$ cat src/rtl/uart_pkg.sv
// Shared definitions for the UART receiver: state encoding and defaults.
// Define UART_RX_PARITY_EN to add the even-parity PARITY state.
package uart_pkg;

    localparam int DataWidth        = 8;
    localparam int DefaultClockFreq = 50_000_000;
    localparam int DefaultBaudRate  = 115_200;

`ifdef UART_RX_PARITY_EN
    typedef enum logic [2:0] {
        IDLE,
        START,
        DATA,
        PARITY,
        STOP
    } state_t;
`else
    typedef enum logic [2:0] {
        IDLE,
        START,
        DATA,
        STOP
    } state_t;
`endif

endpackage

$ cat src/rtl/uart_rx_sync.sv
// Two-flop synchronizer for the asynchronous serial line.
// Both flops reset to 1, the idle level of the line.
module uart_rx_sync (
    input  logic clock,
    input  logic reset,
    input  logic line,
    output logic synced
);

    logic meta;

    always_ff @(posedge clock or posedge reset) begin
        if (reset) begin
            meta   <= 1'b1;
            synced <= 1'b1;
        end else begin
            meta   <= line;
            synced <= meta;
        end
    end

endmodule

$ cat src/rtl/uart_receiver.sv
// UART receiver, 8 data bits, 1 stop bit, with a one-byte holding register.
// Define UART_RX_PARITY_EN to expect one even-parity bit after bit 7.
module uart_receiver
    import uart_pkg::*;
#(
    parameter int ClockFreq = DefaultClockFreq,
    parameter int BaudRate  = DefaultBaudRate
) (
    input  logic                 Clock,
    input  logic                 Reset,
    input  logic                 SIn,
    output logic [DataWidth-1:0] DataOut,
    output logic                 DataOutValid,
    input  logic                 DataOutReady,
    output logic                 FrameError,
    output logic                 Overrun,
    output logic                 ParityError
);

    localparam int SymbolEdgeTime = ClockFreq / BaudRate;
    localparam int HalfTime       = SymbolEdgeTime / 2;
    localparam int CntW           = $clog2(SymbolEdgeTime + 1);

    localparam logic [CntW-1:0] FullLast = CntW'(SymbolEdgeTime - 1);
    localparam logic [CntW-1:0] HalfLast = CntW'(HalfTime - 1);

    state_t                 state, state_next;
    logic [CntW-1:0]        cycle_cnt, cycle_next;
    logic [3:0]             bit_cnt, bit_next;
    logic [DataWidth-1:0]   shift, shift_next;
    logic                   parity_bad, parity_bad_next;
    logic                   sin_s, sin_prev, fall;
    logic                   complete;
    logic                   frame_err_next, parity_err_next;

    uart_rx_sync u_sync (
        .clock  (Clock),
        .reset  (Reset),
        .line   (SIn),
        .synced (sin_s)
    );

    assign fall = sin_prev && !sin_s;

    always_ff @(posedge Clock or posedge Reset) begin
        if (Reset) begin
            state      <= IDLE;
            cycle_cnt  <= '0;
            bit_cnt    <= '0;
            shift      <= '0;
            parity_bad <= 1'b0;
            sin_prev   <= 1'b1;
        end else begin
            state      <= state_next;
            cycle_cnt  <= cycle_next;
            bit_cnt    <= bit_next;
            shift      <= shift_next;
            parity_bad <= parity_bad_next;
            sin_prev   <= sin_s;
        end
    end

    always_comb begin
        state_next      = state;
        cycle_next      = cycle_cnt + 1'b1;
        bit_next        = bit_cnt;
        shift_next      = shift;
        parity_bad_next = parity_bad;
        complete        = 1'b0;
        frame_err_next  = 1'b0;
        parity_err_next = 1'b0;
        case (state)
            IDLE: begin
                cycle_next = '0;
                if (fall) begin
                    state_next      = START;
                    bit_next        = '0;
                    parity_bad_next = 1'b0;
                end
            end
            START: begin
                // Mid-bit check rejects glitches shorter than half a bit
                if (cycle_cnt == HalfLast) begin
                    cycle_next = '0;
                    state_next = sin_s ? IDLE : DATA;
                end
            end
            DATA: begin
                if (cycle_cnt == FullLast) begin
                    cycle_next = '0;
                    shift_next = {sin_s, shift[DataWidth-1:1]};
                    bit_next   = bit_cnt + 1'b1;
                    if (bit_cnt == 4'd7) begin
`ifdef UART_RX_PARITY_EN
                        state_next = PARITY;
`else
                        state_next = STOP;
`endif
                    end
                end
            end
`ifdef UART_RX_PARITY_EN
            PARITY: begin
                if (cycle_cnt == FullLast) begin
                    cycle_next      = '0;
                    parity_bad_next = sin_s != (^shift);
                    state_next      = STOP;
                end
            end
`endif
            STOP: begin
                if (cycle_cnt == FullLast) begin
                    cycle_next = '0;
                    state_next = IDLE;
                    if (!sin_s) begin
                        frame_err_next = 1'b1;
                    end else if (parity_bad) begin
                        parity_err_next = 1'b1;
                    end else begin
                        complete = 1'b1;
                    end
                end
            end
            default: begin
                cycle_next = '0;
                state_next = IDLE;
            end
        endcase
    end

    // Holding register: a same-cycle handshake frees the slot for a new byte
    always_ff @(posedge Clock or posedge Reset) begin
        if (Reset) begin
            DataOut      <= '0;
            DataOutValid <= 1'b0;
            FrameError   <= 1'b0;
            Overrun      <= 1'b0;
            ParityError  <= 1'b0;
        end else begin
            FrameError  <= frame_err_next;
            ParityError <= parity_err_next;
            Overrun     <= complete && DataOutValid && !DataOutReady;
            if (complete && (!DataOutValid || DataOutReady)) begin
                DataOut      <= shift;
                DataOutValid <= 1'b1;
            end else if (DataOutReady) begin
                DataOutValid <= 1'b0;
            end
        end
    end

endmodule

$ cat config.mk
export PLATFORM = sky130hd
export DESIGN_NAME = uart_receiver
export DESIGN_NICKNAME = d
export VERILOG_FILES = /design/src/rtl/uart_pkg.sv /design/src/rtl/uart_rx_sync.sv /design/src/rtl/uart_receiver.sv
export SDC_FILE = /design/constraint.sdc
export NUM_CORES = 1
export LEC_CHECK = 0
export CAP_MARGIN = 40
export CORE_MARGIN = 5
export CORE_UTILIZATION = 30
export DETAILED_ROUTE_END_ITERATION = 8
export HOLD_SLACK_MARGIN = 0.15
export PLACE_DENSITY = 0.54
export REMOVE_ABC_BUFFERS = 1
export SLEW_MARGIN = 20
export SYNTH_ARGS = -nofsm -noshare
export SYNTH_HDL_FRONTEND = slang
export SYNTH_SLANG_ARGS = --single-unit
$ cat constraint.sdc
create_clock -name Clock -period 5.15 [get_ports Clock]
set_clock_uncertainty 0.15 [all_clocks]
set_input_delay 1.03 -clock Clock [delete_from_list [all_inputs] [get_ports Clock]]
set_output_delay 1.03 -clock Clock [all_outputs]
set_load 0.02 [all_outputs]
### Floorplan with the power grid, run 1

Bar = 20 µm. Pins as bars on the die edge.
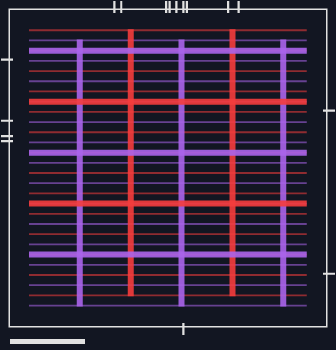
VSS -> purple
VDD -> red
rows = 27
met1 rails = 28
CORE AREA: 0.00544 mm²
worst vdd rail ir drop: 0.193 mV
Die Wd: 84.3 µm
die y size: 84.3 µm

### Signal wires by layer, run 1

Bar = 20 µm. Only two layers are drawn.
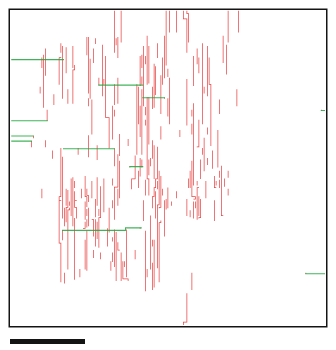
met3 -> green  # wire length 96.0 µm
met2 -> red  # wire length 1400 µm
total track usage: 0.0887
final wirelength: 2.84 mm

==> job_summary.md, run 1 <==
### Flow metrics

| Metric | Value |
|---|---|
| Fin crit period | `2.44 ns` |
| Row count | `27` |
| Initial antenna violation count | `0` |
| Final Util | `0.365` |
| RR Endpoint | `DataOut[5]` |
| Die area | `0.00710 mm²` |
| Max-cap check violation count | `0` |
| GP Congestion | `0.724` |
| Power Density | `342 mW/mm²` |
| Crit Path Class | `reg -> out` |
| Share of layout cells above drive strength 1 | `0.212` |
| Commonest non-fill, non-tap cell in the layout | `dfrtp_1` |
| Htree depth | `2` |
| Most numerous logic cells after layout | `34 x dfrtp_1, 16 x mux2_2, 16 x nor2_1, 14 x clkdlybuf4s50_1` |
| Latency at later pin | `0.29 ns` |
| Crit path DRT | `3.97 ns` |
| Crit path launch type | `flop` |
| IO Pins | `16` |
| CP peak stage delay | `0.61 ns` |
| Design area | `0.00198 mm²` |
| FF-to-FF path depth | `6` |
| Worst setup path startpoint | `DataOut[4]` |
| Initial DRT Pass Iterations | `4` |
| Peak Freq | `0.410 GHz` |
| Worst-path clk slew | `0.07 ns` |
| Hold Startpoint | `u_sync.meta` |
| RSZ-0062 raised after global routing | `no` |
| Buf/Inv on CP | `1` |
| End point of the critical path | `DataOut[4]` |
| Async SR Flop Fraction | `1.00` |
| Synth warnings | `0` |
| Hold Fails Final Rpt | `0` |
| CTS tree | `built` |
| Critical path arrival | `1.26 ns` |
| Post-synthesis cell count | `137` |
| Max Fanout on Critical Path | `2` |
| HP Class | `reg -> reg` |
| Remaining DRCs | `0` |
| Cell Type Count | `38` |
| Yosys top cell area share | `0.514` |
| Final nets | `163` |
| Layout Area Growth over Synthesis | `19.9%` |
| Post-CTS sizing | `0` |
| Vias per Instance | `4.48` |
| Worst R2R Start | `cycle_cnt[1]` |
| Synthesized chip area reported by yosys | `0.00166 mm²` |
| TNS Setup | `0 ns` |
| Number of enable flip-flop cells | `0` |
| Antenna cells | `0` |
| Stages on the worst setup path | `1` |
| Total gr overflow | `0` |
| Synth Cell Area | `0.00166 mm²` |
| Seq share, synth | `0.562` |
| Ys cells | `137` |
| Synth area leader | `dfrtp_1` |
| Status | `finished, final reports clean` |
| Clock Path Buffers | `2` |
| Critical Path Sink Type | `output port` |
| Pin count of the biggest net entering global routing | `38` |
| P_leak | `0.892 nW` |
| Postcts setup bufs | `0` |
| Root cell of the clock tree | `clkbuf_8` |
| Tcrit/Tclk final | `0.473` |
| Synth Area per Inst | `12.1 µm²` |
| First-pass GRT wire length | `4.98 mm` |
| Max-slew violation count | `0` |
| Num CTS Buffers | `5` |
| Worst path cell trace | `clkdlybuf4s50_1` |
| Sink Count | `37` |
| Worst R2R Setup Slack | `2.90 ns` |
| HPWL Detailed | `2.06 mm` |
| Worst path slowest cell | `clkdlybuf4s50_1` |
| FF+latch count, synth | `37` |
| Post-CTS Hold Fix Bufs | `0` |
| Initial DRC count | `20` |
### Cells coloured by class, run 1

Fill, decap, tap and diode cells in grey.
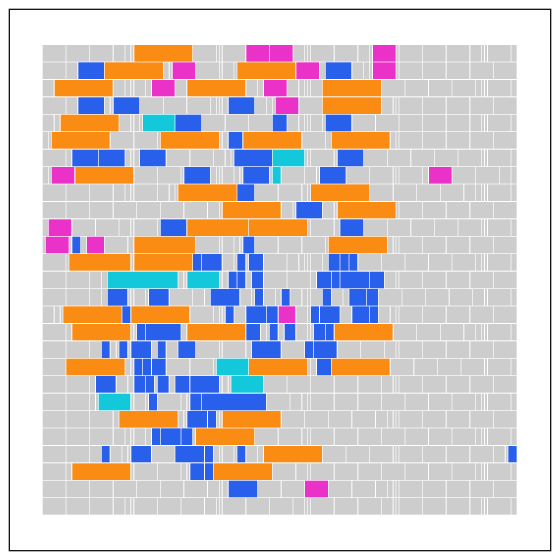
all other logic -> blue  # cells 95, share of their area 37%
clock drivers and dummy loads -> cyan  # cells 8, share of their area 6.1%
other buffers and delay cells -> magenta  # cells 16, share of their area 8.2%
flip-flops -> orange  # cells 37, share of their area 49%

## run 1: logic make-up (layout without fill, tap and decap cells)
logic type	Yosys count	count (layout)	share of synthesized area
fa+ha+maj	4	4	0.0302
xor+xnor	7	7	0.0370
compound gates	11	11	0.0499
mux	18	18	0.121
buf+inv	13	32	0.0378
flops	37	37	0.562
other cells	1	1	0.00227
simple gates	46	46	0.160
## run 1: registers in the layout, indices dropped and copies added, names as in the netlist
register	cells
cycle_cnt	9
DataOut	8
shift	8
bit_cnt	4
state	2
DataOutValid	1
FrameError	1
Overrun	1
sin_prev	1
u_sync.meta	1
u_sync.synced	1
## run 1: through the flow
| stage | worst slack (ns) | hold slack [ns] | std cells | power, mW |
|---|---|---|---|---|
| finish | 2.71 | 0.201 | 228 | 0.679 |
| global route | 2.66 | 0.203 | 228 | 0.715 |
| CTS | 2.70 | 0.203 | 228 | 0.688 |
| detailed placement | 2.50 | 0.199 | 220 | 0.427 |
| global placement | 2.56 | 0.195 | 220 | 0.422 |
| floorplan | 2.99 | 0.195 | 132 | 0.404 |
## run 1: worst min-delay path by stage
stage / slack (ns) / depth (start not counted) / endpoint
6_report: 0.20 / 0 / u_sync.synced
3_5_place_dp: 0.20 / 0 / u_sync.synced
3_3_place_gp: 0.20 / 0 / u_sync.synced
4_1_cts: 0.20 / 0 / u_sync.synced
5_1_grt: 0.20 / 0 / u_sync.synced
2_1_floorplan: 0.20 / 0 / u_sync.synced
## run 1: Yosys cell counts (2+ instances only)
master,instances
nor3_1,3
buf_2,2
dfrtp_1,34
o21ai_0,2
nand2b_1,2
and3_1,2
ha_1,4
inv_1,8
mux2i_1,2
nor2_1,16
dfstp_2,3
nand2_1,8
nand3_1,5
xnor2_1,5
mux2_2,16
xor2_1,2
nor2b_1,2
## run 1: cell type report
class                           count  area (µm²)
Inverter                            8        30.0
Timing Repair Buffer               16         155
Clock inverter                      1        30.0
Fill cell                         534        3450
Tap cell                           72        90.1
Clock buffer                        7        86.3
Multi-Input combinational cell     87         663
Sequential cell                    37         930
## run 1: where the power goes
group / switching (mW) / total [mW] / leakage (nW) / internal (mW)
sequential: 0.0285 / 0.341 / 0.496 / 0.312
combinational: 0.0399 / 0.0791 / 0.338 / 0.0392
clock: 0.101 / 0.259 / 0.0585 / 0.158
total: 0.170 / 0.679 / 0.892 / 0.509
## run 1: routing by layer
metal | vias up | global-route usage | share of wire
met4 | 0 | 0.0439 | 0.022
li1 | 500 | - | -
met2 | 11 | 0.142 | 0.49
met3 | 6 | 0.0304 | 0.033
met1 | 505 | 0.106 | 0.45
met5 | - | 0 | 0
==> inputs of run 2 (changes only) <==
Settings changed: PLACE_DENSITY 0.54 to 0.56.
Clock period 5.15 ns to 2 ns, I/O delays scaled along.
### Floorplan with the power grid, run 2

Bar = 20 µm. Pins as bars on the die edge.
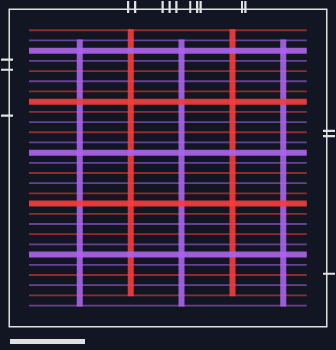
VDD -> red
VSS -> purple
rows = 27
met1 rails = 28
signal pins = 16
met5 straps = 5
met4 straps = 5

==> run 2 against run 1 <==
Net effect:
- critical endpoint is now DataOut[7]
- highest routed layer unchanged
- critical path type is now reg -> reg
- largest power group unchanged
- largest cell class unchanged
- via count increased by 5.4%
- design area grew 5.5%
- synthesized cell count stayed put
- sequential power rose to 2.6 times the previous value
==> job_summary.md, run 2 <==
### Flow metrics

| Metric | Value |
|---|---|
| Htree depth | `2 (unchanged)` |
| Synthesized chip area reported by yosys | `0.00166 mm² (unchanged)` |
| Die y size | `84.3 µm (unchanged)` |
| Ys cells | `137 (unchanged)` |
| IO Pins | `16 (unchanged)` |
| Dpl cells | `230 (was 220)` |
| Num CTS Buffers | `5 (unchanged)` |
| Number of flip-flops in the largest register | `9 (unchanged)` |
| Pin count of the biggest net entering global routing | `38 (unchanged)` |
| Row count | `27 (unchanged)` |
| Initial DRT Pass Iterations | `4 (unchanged)` |
| Hold Fails Final Rpt | `0 (unchanged)` |
| Power Density | `799 mW/mm² (was 342 mW/mm²)` |
| Cell Type Count | `38 (unchanged)` |
| Die area | `0.00710 mm² (unchanged)` |
| Share of power burned in registers | `0.521 (was 0.502)` |
| Top post-synthesis cells by count | `34 x dfrtp_1, 16 x mux2_2, 16 x nor2_1 (unchanged)` |
| Pwr Total | `1.67 mW (was 0.679 mW)` |
| Antenna cells | `0 (unchanged)` |
| Max Fanout on Critical Path | `8 (was 2)` |
| FF+latch count, synth | `37 (unchanged)` |
| Synth area leader | `dfrtp_1 (unchanged)` |
| Status | `finished, final reports clean (unchanged)` |
| Worst R2R Setup Slack | `0.05 ns (was 2.90 ns)` |
| Yosys top cell by instances | `dfrtp_1 (unchanged)` |
| Clock Path Buffers | `2 (unchanged)` |
| HPWL Detailed | `2.23 mm (was 2.06 mm)` |
| TNS Setup | `0 ns (unchanged)` |
| Crit path launch type | `flop (unchanged)` |
| Tcrit/Tclk final | `0.974` |
| Sw power | `0.469 mW (was 0.170 mW)` |
| Worst hold slack | `0.211 ns (was 0.201 ns)` |
| Synth warnings | `0 (unchanged)` |
| Fin crit period | `1.95 ns` |
| Root cell of the clock tree | `clkbuf_8 (unchanged)` |
| Post-synthesis cell count | `137 (unchanged)` |
| First-pass GRT wire length | `5.31 mm (was 4.98 mm)` |
| Clock share of power | `0.305 (was 0.382)` |
| Synth Cell Area | `0.00166 mm² (unchanged)` |
| Latency at later pin | `0.29 ns (about the same)` |
| CORE AREA | `0.00544 mm² (unchanged)` |
| Share of layout cells above drive strength 1 | `0.287 (was 0.212)` |
| Number of enable flip-flop cells | `0 (unchanged)` |
| Remaining DRCs | `0 (unchanged)` |
| Layout Area Growth over Synthesis | `26.5% (was 19.9%)` |
| Worst vdd rail ir drop | `0.524 mV (was 0.193 mV)` |
| Design area | `0.00209 mm² (was 0.00198 mm²)` |
| Total gr overflow | `0 (unchanged)` |
| Biggest register | `cycle_cnt (unchanged)` |
| Largest registers | `cycle_cnt x9, DataOut x8, shift x8 (unchanged)` |
| CTS tree | `built (unchanged)` |
| Switching portion of total power | `0.280 (was 0.250)` |
| Total track usage | `0.0935 (was 0.0887)` |
| RSZ-0062 raised after global routing | `yes (was no)` |
| P_leak | `0.942 nW (was 0.892 nW)` |
| Max-slew violation count | `0 (unchanged)` |
| Sink Count | `37 (unchanged)` |
| Power share of the combinational group | `0.175 (was 0.117)` |
| Pre-CTS setup slack | `-0.0166 ns (was 2.50 ns)` |
| Crit path DRT | `2.02 ns (was 3.97 ns)` |
| Most numerous logic cells after layout | `34 x dfrtp_1, 16 x nor2_1, 14 x clkdlybuf4s50_1, 12 x buf_4 (was 34 x dfrtp_1, 16 x mux2_2, 16 x nor2_1, 14 x clkdlybuf4s50_1)` |
| Critical path arrival | `1.97 ns (was 1.26 ns)` |
| Final setup margin | `0.0516 ns (was 2.71 ns)` |
-- run 2: cell counts after synthesis --
Identical to the previous run, type by type.
-- run 2: critical path, cell delays in order (launching register included) --
cell and delay, ns:
dfrtp_1 0.39, inv_2 0.08, ha_4 0.13, nand4bb_4 0.11, or2_4 0.28, nor3_4 0.21
buf_12 0.16, mux2_4 0.31
-- run 2: repair_timing --
action,in CTS,in global routing
resized,1,11
endpoints found under the hold margin,0,0
pin swaps,1,2
setup endpoints to repair,8,16
gates cloned,0,0
setup buffers,0,1
-- run 2: layer usage --
| layer | share of wire | vias up | track usage |
|---|---|---|---|
| li1 | - | 516 | - |
| met1 | 0.43 | 547 | 0.106 |
| met2 | 0.52 | 10 | 0.163 |
| met3 | 0.032 | 4 | 0.0275 |
| met4 | 0.0098 | 0 | 0.0395 |
| met5 | 0 | - | 0 |
-- run 2: area by class of cell --
class / instances / area [µm²]
Multi-Input combinational cell: 87 / 708
Fill cell: 547 / 3340
Inverter: 8 / 30.0
Clock inverter: 3 / 17.5
Timing Repair Buffer: 27 / 250
Sequential cell: 37 / 930
Clock buffer: 5 / 68.8
Tap cell: 72 / 90.1
-- run 2: cells by family (layout without fill, tap and decap cells) --
kind of cell	Yosys count	count (layout)	synth area share
compound gates	11	11	0.0499
xor+xnor	7	7	0.0370
mux	18	18	0.121
flops	37	37	0.562
fa+ha+maj	4	4	0.0302
buf+inv	13	43	0.0378
other cells	1	1	0.00227
simple gates	46	46	0.160
-- run 2: power groups by stage --
stage / Sequential (mW) / Combinational, mW / Clock (mW)
2_1_floorplan: 0.874 / 0.166 / 0
3_3_place_gp: 0.875 / 0.264 / 0
3_5_place_dp: 0.878 / 0.267 / 0
4_1_cts: 0.867 / 0.274 / 0.523
5_1_grt: 0.881 / 0.327 / 0.561
6_report: 0.872 / 0.293 / 0.510
-- run 2: final timing paths --
| check | from | to | cells past startpoint |
|---|---|---|---|
| setup reg to reg | cycle_cnt[1] | DataOut[7] | 7 |
| min in group asynchronous | Reset | cycle_cnt[5] | 3 |
| hold reg to reg | u_sync.meta | u_sync.synced | 0 |
| hold / removal | u_sync.meta | u_sync.synced | 0 |
| setup / recovery | cycle_cnt[1] | DataOut[7] | 7 |
| max in group asynchronous | Reset | sin_prev | 3 |
==> inputs of run 3 (changes only) <==
Settings changed: CORE_UTILIZATION 30 to 50, GPL_TIMING_DRIVEN from default to 0, PLACE_DENSITY 0.56 to 0.81.
### Clock distribution, run 3

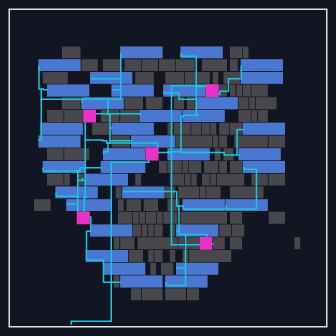
flip-flops -> blue  # count 37
cells driving clock nets -> magenta  # count 5
clock wires -> cyan  # length 444 µm
routed clock nets = 6

==> run 3 against run 2 <==
Net effect:
- synthesized cell count unchanged
- count of clock-buffer cells in the layout did not move
- register-to-register slack worse by 0.04 ns
- cell count fell by 13%
- routed wire length down 1.4%
- largest cell class unchanged
- worst setup slack got worse by 0.042 ns
==> job_summary.md, run 3 <==
### Flow metrics

| Metric | Value |
|---|---|
| Synth Cell Area | `0.00166 mm² (unchanged)` |
| HPWL Detailed | `1.94 mm (was 2.23 mm)` |
| Die Wd | `67.5 µm (was 84.3 µm)` |
| Design area | `0.00202 mm² (was 0.00209 mm²)` |
| Max-slew violation count | `0 (unchanged)` |
| IO Pins | `16 (unchanged)` |
| Synth area leader | `dfrtp_1 (unchanged)` |
| Most numerous logic cells after layout | `34 x dfrtp_1, 16 x nor2_1, 14 x clkdlybuf4s50_1, 12 x mux2_2 (was 34 x dfrtp_1, 16 x nor2_1, 14 x clkdlybuf4s50_1, 12 x buf_4)` |
| Commonest non-fill, non-tap cell in the layout | `dfrtp_1 (unchanged)` |
| Max Fanout on Critical Path | `8 (unchanged)` |
| Clock Path Buffers | `2 (unchanged)` |
| Htree depth | `2 (unchanged)` |
| HP Class | `reg -> reg (unchanged)` |
| Yosys top cell area share | `0.514 (unchanged)` |
| P_leak | `0.943 nW (was 0.942 nW)` |
| Post-DP Area | `0.00183 mm² (was 0.00196 mm²)` |
| Worst hold slack | `0.214 ns (was 0.211 ns)` |
| Remaining DRCs | `0 (unchanged)` |
| Worst vdd rail ir drop | `0.411 mV (was 0.524 mV)` |
| FILL cells | `239 (was 547)` |
| Critical path arrival | `2.09 ns (was 1.97 ns)` |
| Root cell of the clock tree | `clkbuf_4 (was clkbuf_8)` |
| Share of layout cells above drive strength 1 | `0.280 (was 0.287)` |
| FF+latch count, synth | `37 (unchanged)` |
| Max-cap check violation count | `0 (unchanged)` |
| Die area | `0.00456 mm² (was 0.00710 mm²)` |
| Ys cells | `137 (unchanged)` |
| Vias in the first global route | `1180 (was 1124)` |
| Initial DRT Pass Iterations | `4 (unchanged)` |
| Latency at later pin | `0.35 ns (was 0.29 ns)` |
| Peak Freq | `0.503 GHz (was 0.513 GHz)` |
| Top post-synthesis cells by count | `34 x dfrtp_1, 16 x mux2_2, 16 x nor2_1 (unchanged)` |
| Floorplan utilization | `0.533 (was 0.304)` |
| Post-CTS Hold Fix Bufs | `0 (unchanged)` |
| Final nets | `171 (was 174)` |
| Async SR Flop Fraction | `1.00 (unchanged)` |
| Largest registers | `cycle_cnt x9, DataOut x8, shift x8 (unchanged)` |
| TNS Setup | `0 ns (unchanged)` |
| Sink Count | `37 (unchanged)` |
| Number of enable flip-flop cells | `0 (unchanged)` |
| Die y size | `67.5 µm (was 84.3 µm)` |
| Crit path launch type | `flop (unchanged)` |
| Worst-path clk slew | `0.11 ns (was 0.08 ns)` |
| Crit Path Class | `reg -> reg (unchanged)` |
| Pin count of the biggest net entering global routing | `38 (unchanged)` |
| Final Util | `0.651 (was 0.385)` |
| Synth Area per Inst | `12.1 µm² (unchanged)` |
| Initial antenna violation count | `0 (unchanged)` |
| Total track usage | `0.158 (was 0.0935)` |
| CTS tree | `built (unchanged)` |
| Layout Area Growth over Synthesis | `22.1% (was 26.5%)` |
| Pre-CTS setup slack | `-0.278 ns (was -0.0166 ns)` |
| Num CTS Buffers | `5 (unchanged)` |
| CORE AREA | `0.00310 mm² (was 0.00544 mm²)` |
| Crit path DRT | `2.10 ns (was 2.02 ns)` |
| Biggest register | `cycle_cnt (unchanged)` |
| Final wirelength | `3.11 mm (was 3.16 mm)` |
| Vias per Instance | `5.45 (was 4.51)` |
| Total gr overflow | `0 (unchanged)` |
| Hold Fails Final Rpt | `0 (unchanged)` |
| Final setup margin | `0.0100 ns (was 0.0516 ns)` |
| Row count | `20 (was 27)` |
| Initial DRC count | `71 (was 39)` |
| Synthesized chip area reported by yosys | `0.00166 mm² (unchanged)` |
| Cell Type Count | `38 (unchanged)` |
| Tcrit/Tclk final | `0.995 (was 0.974)` |
| First-pass GRT wire length | `5.23 mm (was 5.31 mm)` |
| Antenna cells | `0 (unchanged)` |
| Seq share, synth | `0.562 (unchanged)` |
| Post-synthesis cell count | `137 (unchanged)` |
| Status | `finished, final reports clean (unchanged)` |
| GP Congestion | `0.828 (was 0.776)` |
| Synth warnings | `0 (unchanged)` |
| Critical Path Sink Type | `flop (unchanged)` |
| Fin crit period | `1.99 ns (was 1.95 ns)` |
| Number of flip-flops in the largest register | `9 (unchanged)` |
| Yosys top cell by instances | `dfrtp_1 (unchanged)` |
-- run 3: logic make-up after synthesis --
| family | Yosys count | synth area share |
|---|---|---|
| simple gates | 46 | 0.160 |
| flops | 37 | 0.562 |
| mux | 18 | 0.121 |
| buf+inv | 13 | 0.0378 |
| compound gates | 11 | 0.0499 |
| xor+xnor | 7 | 0.0370 |
| fa+ha+maj | 4 | 0.0302 |
| other cells | 1 | 0.00227 |
-- run 3: timing repair --
item                       CTS  global route
gates cloned                 0             0
setup endpoints to repair   19            17
pin swaps                    3             3
setup buffers                6             4
resized                      4             5
-- run 3: critical path, stage by stage, from the launching register on --
cell       delay, ns
dfrtp_1         0.42
inv_2           0.10
ha_4            0.14
nand4bb_4       0.11
or2_4           0.27
nor3_4          0.22
buf_12          0.16
mux2_2          0.33
-- run 3: power by group --
group | switching, mW | internal [mW] | leakage (nW)
sequential | 0.0807 | 0.804 | 0.496
clock | 0.258 | 0.132 | 0.0310
combinational | 0.131 | 0.136 | 0.415
total | 0.470 | 1.07 | 0.943
-- run 3: layout make-up --
class / count / area (µm²) / share of cell area
multi-input combinational: 87 / 711 / 0.352
tap: 44 / 55.1 / 0.0272
sequential: 37 / 930 / 0.460
clock buffer: 5 / 37.5 / 0.0186
clock inverter: 3 / 17.5 / 0.00867
inverter: 8 / 30.0 / 0.0149
timing repair buffer: 24 / 240 / 0.119
-- run 3: through the flow --
stage	power, mW	instances
2_1_floorplan	1.04	132
3_3_place_gp	1.08	190
3_5_place_dp	1.09	190
4_1_cts	1.53	204
5_1_grt	1.64	208
6_report	1.54	208
-- run 3: worst paths after layout --
check                                   from       endpoint  slack, ns  depth (start not counted)
worst max-delay path            cycle_cnt[1]     DataOut[2]       0.01                          7
worst min-delay path             u_sync.meta  u_sync.synced       0.21                          0
worst max register to register  cycle_cnt[1]     DataOut[2]       0.01                          7
worst min register to register   u_sync.meta  u_sync.synced       0.21                          0
max in group asynchronous              Reset   cycle_cnt[7]       0.90                          2
min in group asynchronous              Reset     DataOut[5]       0.33                          2
-- run 3: metal layers --
metal  routed length [µm]  GRT usage  up-vias
li1                     -          -      516
met1                 1260      0.177      562
met2                 1590      0.261       45
met3                  161     0.0383       10
met4                   99      0.114        0
met5                    0          0        -
No activity file was given, so power comes from the tool's default toggle rates.
